File: config.mk
export PLATFORM = sky130hd
export DESIGN_NAME = bus_sync_mc
export DESIGN_NICKNAME = d
export VERILOG_FILES = /design/src/rtl/bus_sync_mc.sv
export SDC_FILE = /design/constraint.sdc
export NUM_CORES = 1
export LEC_CHECK = 0
export CAP_MARGIN = 20
export CORE_MARGIN = 2
export CORE_UTILIZATION = 38
export DETAILED_ROUTE_END_ITERATION = 10
export PLACE_DENSITY = 0.72
export SYNTH_ARGS = -nofsm -noshare
export SYNTH_HDL_FRONTEND = slang
export SYNTH_SLANG_ARGS = --single-unit
export TNS_END_PERCENT = 10
File: constraint.sdc
create_clock -name clk -period 1.1 [get_ports clk]
set_clock_uncertainty 0.05 [all_clocks]
set_input_delay 0.22 -clock clk [delete_from_list [all_inputs] [get_ports clk]]
set_output_delay 0.22 -clock clk [all_outputs]
set_load 0.05 [all_outputs]
File: src/rtl/bus_sync_mc.sv
// rtl/bus_sync_mc.sv - multi-channel enable-qualified bus synchronizer with valid/ready hand-off
//
// Purpose:
//   Moves NUM_CH independent BUS_WIDTH-bit words into the clk domain. Each
//   channel carries its source event on bus_enable[c]. That line passes through
//   a NUM_STAGES-deep synchronizer and then one history flop. A detected event
//   captures the channel's slice of unsync_bus straight into sync_bus. The
//   data bus is deliberately not synchronized: the source holds it stable
//   long enough for the capture to see settled data.
//
// Parameters:
//   NUM_STAGES  - synchronizer depth, 2 or more
//   BUS_WIDTH   - data bits per channel
//   NUM_CH      - number of independent channels
//   TOGGLE_MODE - 0: rising edge of enable is an event, 1: any enable edge
//
// Ports:
//   clk          in   destination clock, rising edge
//   reset        in   asynchronous active-low reset
//   unsync_bus   in   source data, channel c at [c*BUS_WIDTH +: BUS_WIDTH]
//   bus_enable   in   per-channel source event line
//   sync_ready   in   per-channel consumer ready, ignored while sync_valid is 0
//   ovf_clr      in   clears every overflow flag (and drop counter)
//   sync_bus     out  captured data, packed like unsync_bus
//   sync_valid   out  per-channel captured-data-valid flag
//   enable_pulse out  one-cycle pulse per accepted capture
//   overflow     out  sticky per-channel dropped-event flag
//   drop_cnt     out  per-channel 8-bit saturating drop counters
//                     (present only with BUS_SYNC_MC_DROP_CNT_EN)
//
// Build option:
//   BUS_SYNC_MC_DROP_CNT_EN - adds the drop_cnt port and its counters

module bus_sync_mc #(
    parameter int NUM_STAGES  = 2,
    parameter int BUS_WIDTH   = 8,
    parameter int NUM_CH      = 4,
    parameter int TOGGLE_MODE = 0
) (
    input  logic                          clk,
    input  logic                          reset,
    input  logic [NUM_CH*BUS_WIDTH-1:0]   unsync_bus,
    input  logic [NUM_CH-1:0]             bus_enable,
    input  logic [NUM_CH-1:0]             sync_ready,
    input  logic                          ovf_clr,
    output logic [NUM_CH*BUS_WIDTH-1:0]   sync_bus,
    output logic [NUM_CH-1:0]             sync_valid,
    output logic [NUM_CH-1:0]             enable_pulse,
    output logic [NUM_CH-1:0]             overflow
`ifdef BUS_SYNC_MC_DROP_CNT_EN
    ,
    output logic [NUM_CH*8-1:0]           drop_cnt
`endif
);

    // After reset the synchronizer and history flops are all 0. In toggle mode,
    // an enable that is held high would therefore look like an edge. The fill
    // counter keeps toggle detection disarmed until the history flop has seen a
    // fully refilled pipeline (NUM_STAGES + 1 edges). Rising-edge mode ignores it.
    // In that mode, a held-high enable after reset is reported as a fresh event.
    localparam int FILL_MAX = NUM_STAGES + 1;
    localparam int FILL_W   = $clog2(NUM_STAGES + 2);

    logic [NUM_STAGES-1:0]          r_sync [NUM_CH];
    logic [NUM_CH-1:0]              r_hist;
    logic [FILL_W-1:0]              r_fill;
    logic [NUM_CH*BUS_WIDTH-1:0]    r_bus;
    logic [NUM_CH-1:0]              r_valid;
    logic [NUM_CH-1:0]              r_pulse;
    logic [NUM_CH-1:0]              r_ovf;

    logic                           w_armed;
    logic [NUM_CH-1:0]              w_last;
    logic [NUM_CH-1:0]              w_event;
    logic [NUM_CH-1:0]              w_accept;
    logic [NUM_CH-1:0]              w_drop;
    logic [NUM_CH-1:0]              w_release;

    assign w_armed = (r_fill == FILL_W'(FILL_MAX));

    always_comb begin
        w_last    = '0;
        w_event   = '0;
        w_accept  = '0;
        w_drop    = '0;
        w_release = '0;
        for (int c = 0; c < NUM_CH; c++) begin
            w_last[c] = r_sync[c][NUM_STAGES-1];
            if (TOGGLE_MODE != 0) begin
                w_event[c] = w_armed & (w_last[c] ^ r_hist[c]);
            end else begin
                w_event[c] = w_last[c] & ~r_hist[c];
            end
            // A consumer taking the old word on the same edge frees the slot,
            // so the new event is accepted instead of dropped.
            w_accept[c]  = w_event[c] & (~r_valid[c] | sync_ready[c]);
            w_drop[c]    = w_event[c] & r_valid[c] & ~sync_ready[c];
            w_release[c] = ~w_event[c] & r_valid[c] & sync_ready[c];
        end
    end

    always_ff @(posedge clk or negedge reset) begin
        if (!reset) begin
            for (int c = 0; c < NUM_CH; c++) begin
                r_sync[c] <= '0;
            end
            r_hist  <= '0;
            r_fill  <= '0;
            r_bus   <= '0;
            r_valid <= '0;
            r_pulse <= '0;
            r_ovf   <= '0;
        end else begin
            if (r_fill != FILL_W'(FILL_MAX)) begin
                r_fill <= r_fill + FILL_W'(1);
            end
            for (int c = 0; c < NUM_CH; c++) begin
                r_sync[c] <= {r_sync[c][NUM_STAGES-2:0], bus_enable[c]};
            end
            r_hist  <= w_last;
            r_pulse <= w_accept;
            for (int c = 0; c < NUM_CH; c++) begin
                if (w_accept[c]) begin
                    r_bus[c*BUS_WIDTH +: BUS_WIDTH] <= unsync_bus[c*BUS_WIDTH +: BUS_WIDTH];
                    r_valid[c]                      <= 1'b1;
                end else if (w_release[c]) begin
                    // sync_bus keeps the last word after the consumer takes it
                    r_valid[c] <= 1'b0;
                end
            end
            // A drop on the same edge as a clear leaves the flag set.
            r_ovf <= w_drop | (r_ovf & ~{NUM_CH{ovf_clr}});
        end
    end

    assign sync_bus     = r_bus;
    assign sync_valid   = r_valid;
    assign enable_pulse = r_pulse;
    assign overflow     = r_ovf;

`ifdef BUS_SYNC_MC_DROP_CNT_EN
    logic [NUM_CH*8-1:0] r_cnt;

    always_ff @(posedge clk or negedge reset) begin
        if (!reset) begin
            r_cnt <= '0;
        end else begin
            for (int c = 0; c < NUM_CH; c++) begin
                if (w_drop[c]) begin
                    // Saturate at 255. A drop beats a simultaneous clear, as the flag does.
                    if (r_cnt[c*8 +: 8] != 8'hFF) begin
                        r_cnt[c*8 +: 8] <= r_cnt[c*8 +: 8] + 8'd1;
                    end
                end else if (ovf_clr) begin
                    r_cnt[c*8 +: 8] <= 8'd0;
                end
            end
        end
    end

    assign drop_cnt = r_cnt;
`endif

endmodule

Figure 1. Supply network (run 1).
Scale: 4 px per micron. Pins as bars on the die edge.
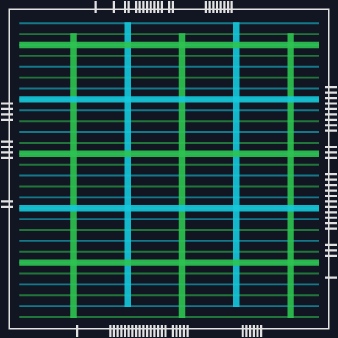
- cyan: VDD
- green: VSS
- rows: 27
- signal pins: 87

Figure 2. Placed cells, one color a class (run 1).
Scale: 3 px per micron. Fill, decap, tap and diode cells in gray.
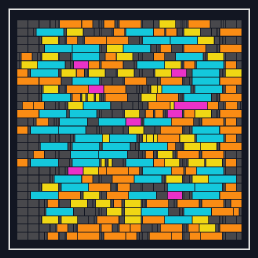
- yellow: all other logic (cells 56)
- orange: other buffers and delay cells (cells 104)
- magenta: clock drivers and dummy loads (cells 8)
- cyan: flip-flops (cells 56)

Figure 3. Clock wires, drivers and flops (run 1).
Scale: 8 px per micron.
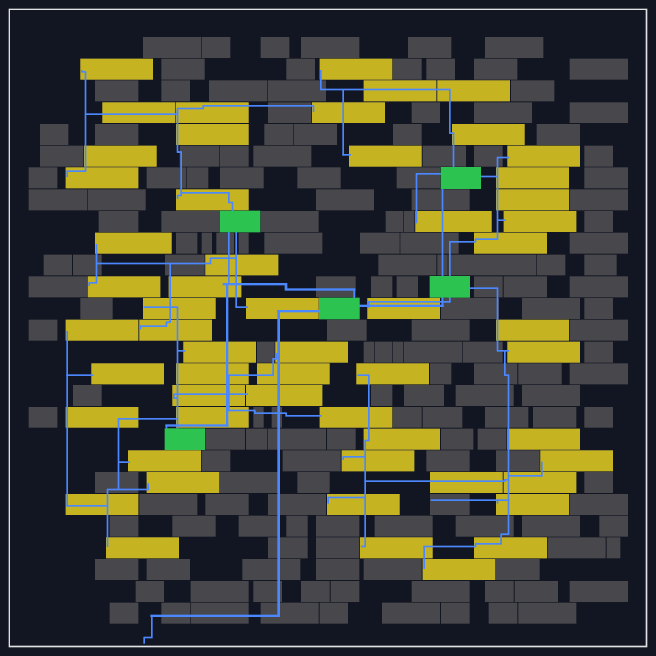
- green: cells driving clock nets (count 5)
- yellow: flip-flops (count 56)
- blue: clock wires (length 596 microns)
- routed clock nets: 6
- flops lie: widely spread
portion of total power attributed to the clock network: 0.209
clock distribution power: 0.00142 W
worst-skew pair later-pin latency: 0.30 ns

==> run notes, run 1 <==
* **worst rel slew slack** 0.812
* **clock buffer count in the final layout** 7
* **worst supply voltage drop on vdd** 794 uV
* **wire length of the first global-routing pass** 7.31 mm
* **horizontal extent of the die** 79.5 microns
* **portion of synthesized cell area occupied by the leading cell type** 0.647
* **leading cell type in the layout, fill and taps excluded** sky130_fd_sc_hd__dfrtp_1
* **critical path type** reg -> reg
* **count of cells along the worst hold path** 1
* **Gate Count Post-Synth** 116
* **endpoint of the most critical setup path** sync_bus[27]
* **via count normalized by instance count** 4.37
* **# Post-CTS Setup Buffers** 0
* **commonest cells after routing, fill and taps aside** 52 x sky130_fd_sc_hd__dfrtp_1, 49 x sky130_fd_sc_hd__buf_12, 41 x sky130_fd_sc_hd__clkdlybuf4s50_1
* **violation count after the first detailed-routing iteration** 44
* **CTS tree** yes
* **vias post-DR** 1293
* **count of non-CTS buffers in the layout** 104
* **relative area change from synthesis to final layout** 77.2%
* **number of primary I/O pins** 87
* **cell types with the largest area share after synthesis** sky130_fd_sc_hd__dfrtp_1 65%, sky130_fd_sc_hd__mux2_4 22%, sky130_fd_sc_hd__nand2b_4 5.1%, sky130_fd_sc_hd__nor2b_4 2.5%, sky130_fd_sc_hd__buf_12 1.8%
* **kind of path behind the tightest hold check** in -> reg
* **number of input and output port buffers inserted** 86
* **global-route layer with the greatest usage** met2
* **RR Endpoint** sync_bus[27]
* **biggest cell category by area in the final layout** non-clock buffers
* **delay of the slowest cell on the worst path** 0.44 ns
* **cell area after layout** 3830 sq um
* **register bit count reported by yosys** 56
* **Finish-stage setup viols** 76
* **outcome** finished with violations
* **number of warnings printed during yosys synthesis** 0
* **standard cell area after detailed placement** 3680 sq um
* **EDFF count, synth** 0
* **cell area power density** 1770 nW/um^2
* **PnR worst setup slack** -0.183 ns
* **worst setup slack for register-to-register paths** -0.18 ns
* **violated checks** setup timing
* **biggest combinational cell group after synthesis** multiplexers
-- run 1: per-stage QoR --
stage / setup WS [ns] / hold slack (ns) / utilization / total power, W / setup TNS [ns]
floorplan: -0.266 / -0.126 / - / 0.00387 / -8.50
global placement: -0.465 / 0.188 / 0.669 / 0.00536 / -15.03
detailed placement: -0.491 / 0.188 / 0.669 / 0.00541 / -15.68
CTS: -0.193 / 0.288 / 0.696 / 0.00686 / -9.00
global route: -0.214 / 0.279 / 0.696 / 0.00703 / -10.73
finish: -0.183 / 0.300 / 0.696 / 0.00678 / -8.02
-- run 1: state kept, by name (all words and copies together), names as in the netlist --
name          flops
r_hist            4
sync_valid        4
r_sync            8
enable_pulse      4
overflow          4
sync_bus         32
Figure 4. Metal layers overlaid (run 1).
Scale: 4 px per micron. Two of the layers only.
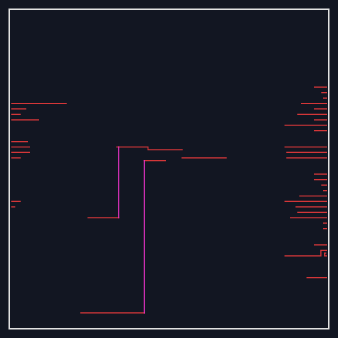

==> run 2, diff against run 1 <==
MAX_ROUTING_LAYER = met4   (was default)
Figure 5. Metal layers overlaid (run 2).
Scale: 4 px per micron. Two of the layers only.
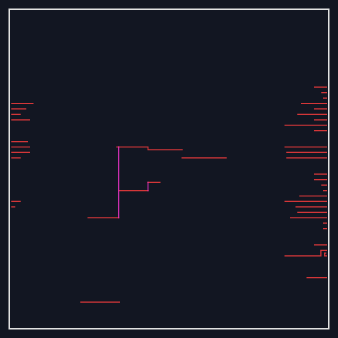
- red: met3 (wire length 225 microns)
- magenta: met4 (wire length 19.7 microns)
vias post-DR: 1292
average wire per standard cell: 14.9 microns
total length of routed wires: 4.40 mm

Figure 6. Clock wires, drivers and flops (run 2).
Scale: 8 px per micron.
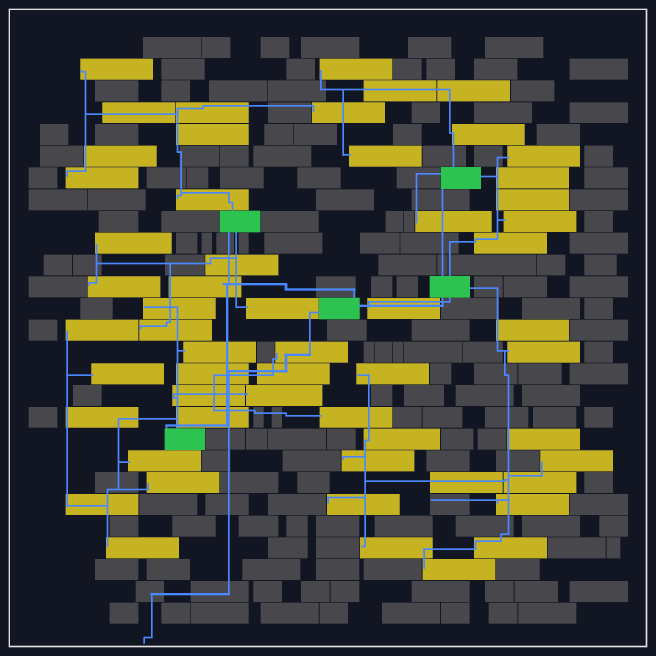
- blue: clock wires (length 599 microns)
- green: cells driving clock nets (count 5)
- yellow: flip-flops (count 56)
- routed clock nets: 6
- flops lie: widely spread

==> run 2 against run 1 <==
- combinational power barely moved
- setup slack about the same
- via count barely moved
- die size did not move
- critical path type unchanged
- the run still ends with setup timing left
==> run notes, run 2 <==
* **cell area power density** 1770 nW/um^2, about the same
* **endpoint of the most critical setup path** sync_bus[27]
* **worst rel slew slack** 0.811, -0.00101
* **critical path type** reg -> reg
* **commonest cells after routing, fill and taps aside** 52 x sky130_fd_sc_hd__dfrtp_1, 49 x sky130_fd_sc_hd__buf_12, 41 x sky130_fd_sc_hd__clkdlybuf4s50_1
* **quantity of gates resized following cts** 4
* **PnR worst setup slack** -0.183 ns, +0.000116 ns
* **leading cell type in the layout, fill and taps excluded** sky130_fd_sc_hd__dfrtp_1
* **CTS tree** yes
* **worst-skew pair later-pin latency** 0.30 ns, about the same
* **wire length of the first global-routing pass** 7.31 mm, about the same
* **standard cell area after detailed placement** 3680 sq um, unchanged
* **via count normalized by instance count** 4.36, about the same
* **violation count after the first detailed-routing iteration** 46, +4.5%
* **number of slew-limit violations in the final report** 0
* **cell types with the largest area share after synthesis** sky130_fd_sc_hd__dfrtp_1 65%, sky130_fd_sc_hd__mux2_4 22%, sky130_fd_sc_hd__nand2b_4 5.1%, sky130_fd_sc_hd__nor2b_4 2.5%, sky130_fd_sc_hd__buf_12 1.8%
* **worst setup slack for register-to-register paths** -0.18 ns, about the same
* **portion of synthesized cell area occupied by the leading cell type** 0.647, unchanged
* **violated checks** setup timing
* **pre-CTS setup slack** -0.491 ns, unchanged
* **outcome** finished with violations
* **count of cells along the worst hold path** 1, unchanged
* **register bit count reported by yosys** 56, unchanged
* **biggest combinational cell group after synthesis** multiplexers
* **hold_ws** 0.298 ns, -0.00167 ns
* **worst supply voltage drop on vdd** 794 uV, about the same
* **relative area change from synthesis to final layout** 77.2%, unchanged
* **# Post-CTS Setup Buffers** 0, unchanged
* **portion of total power attributed to the clock network** 0.209, about the same
* **Finish-stage setup viols** 76, unchanged
* **global-route layer with the greatest usage** met2
* **overall power after layout** 0.00678 W, about the same
* **EDFF count, synth** 0, unchanged
* **kind of path behind the tightest hold check** in -> reg
* **number of flip-flops in the largest register** 32, unchanged
* **RR Endpoint** sync_bus[27]
* **Setup TNS Final** -8.07 ns, -0.0516 ns
* **horizontal extent of the die** 79.5 microns, unchanged
* **count of non-CTS buffers in the layout** 104, unchanged
Figure 7. Placed cells, one color a class (run 2).
Scale: 3 px per micron. Fill, decap, tap and diode cells in gray.
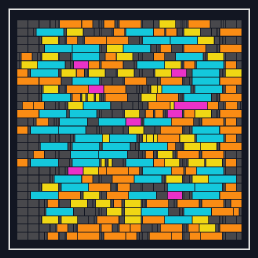
cell area after layout: 3830 sq um
sequential portion of the cell area: 0.367

[run 2: cell counts after synthesis]
No cell type changed its count.
[run 2: power groups by stage]
stage / clock, W / sequential, W / combinational (W)
after floorplan: 0 / 0.00340 / 0.000462
after global placement: 0 / 0.00266 / 0.00270
after detailed placement: 0 / 0.00267 / 0.00273
after CTS: 0.00147 / 0.00264 / 0.00275
after global routing: 0.00154 / 0.00267 / 0.00282
final: 0.00142 / 0.00263 / 0.00273
[run 2: cells by family after synthesis]
kind of cell,Yosys count
buf+inv,8
compound gates,4
simple gates,16
mux,32
flops,56
[run 2: critical path: cells and delay by family, from the launching register on]
family        cells  cell delay (ns)
simple gates      2             0.23
mux               1             0.30
buf+inv           1             0.14
flops             1             0.44
No activity file was given, so power comes from the tool's default toggle rates.
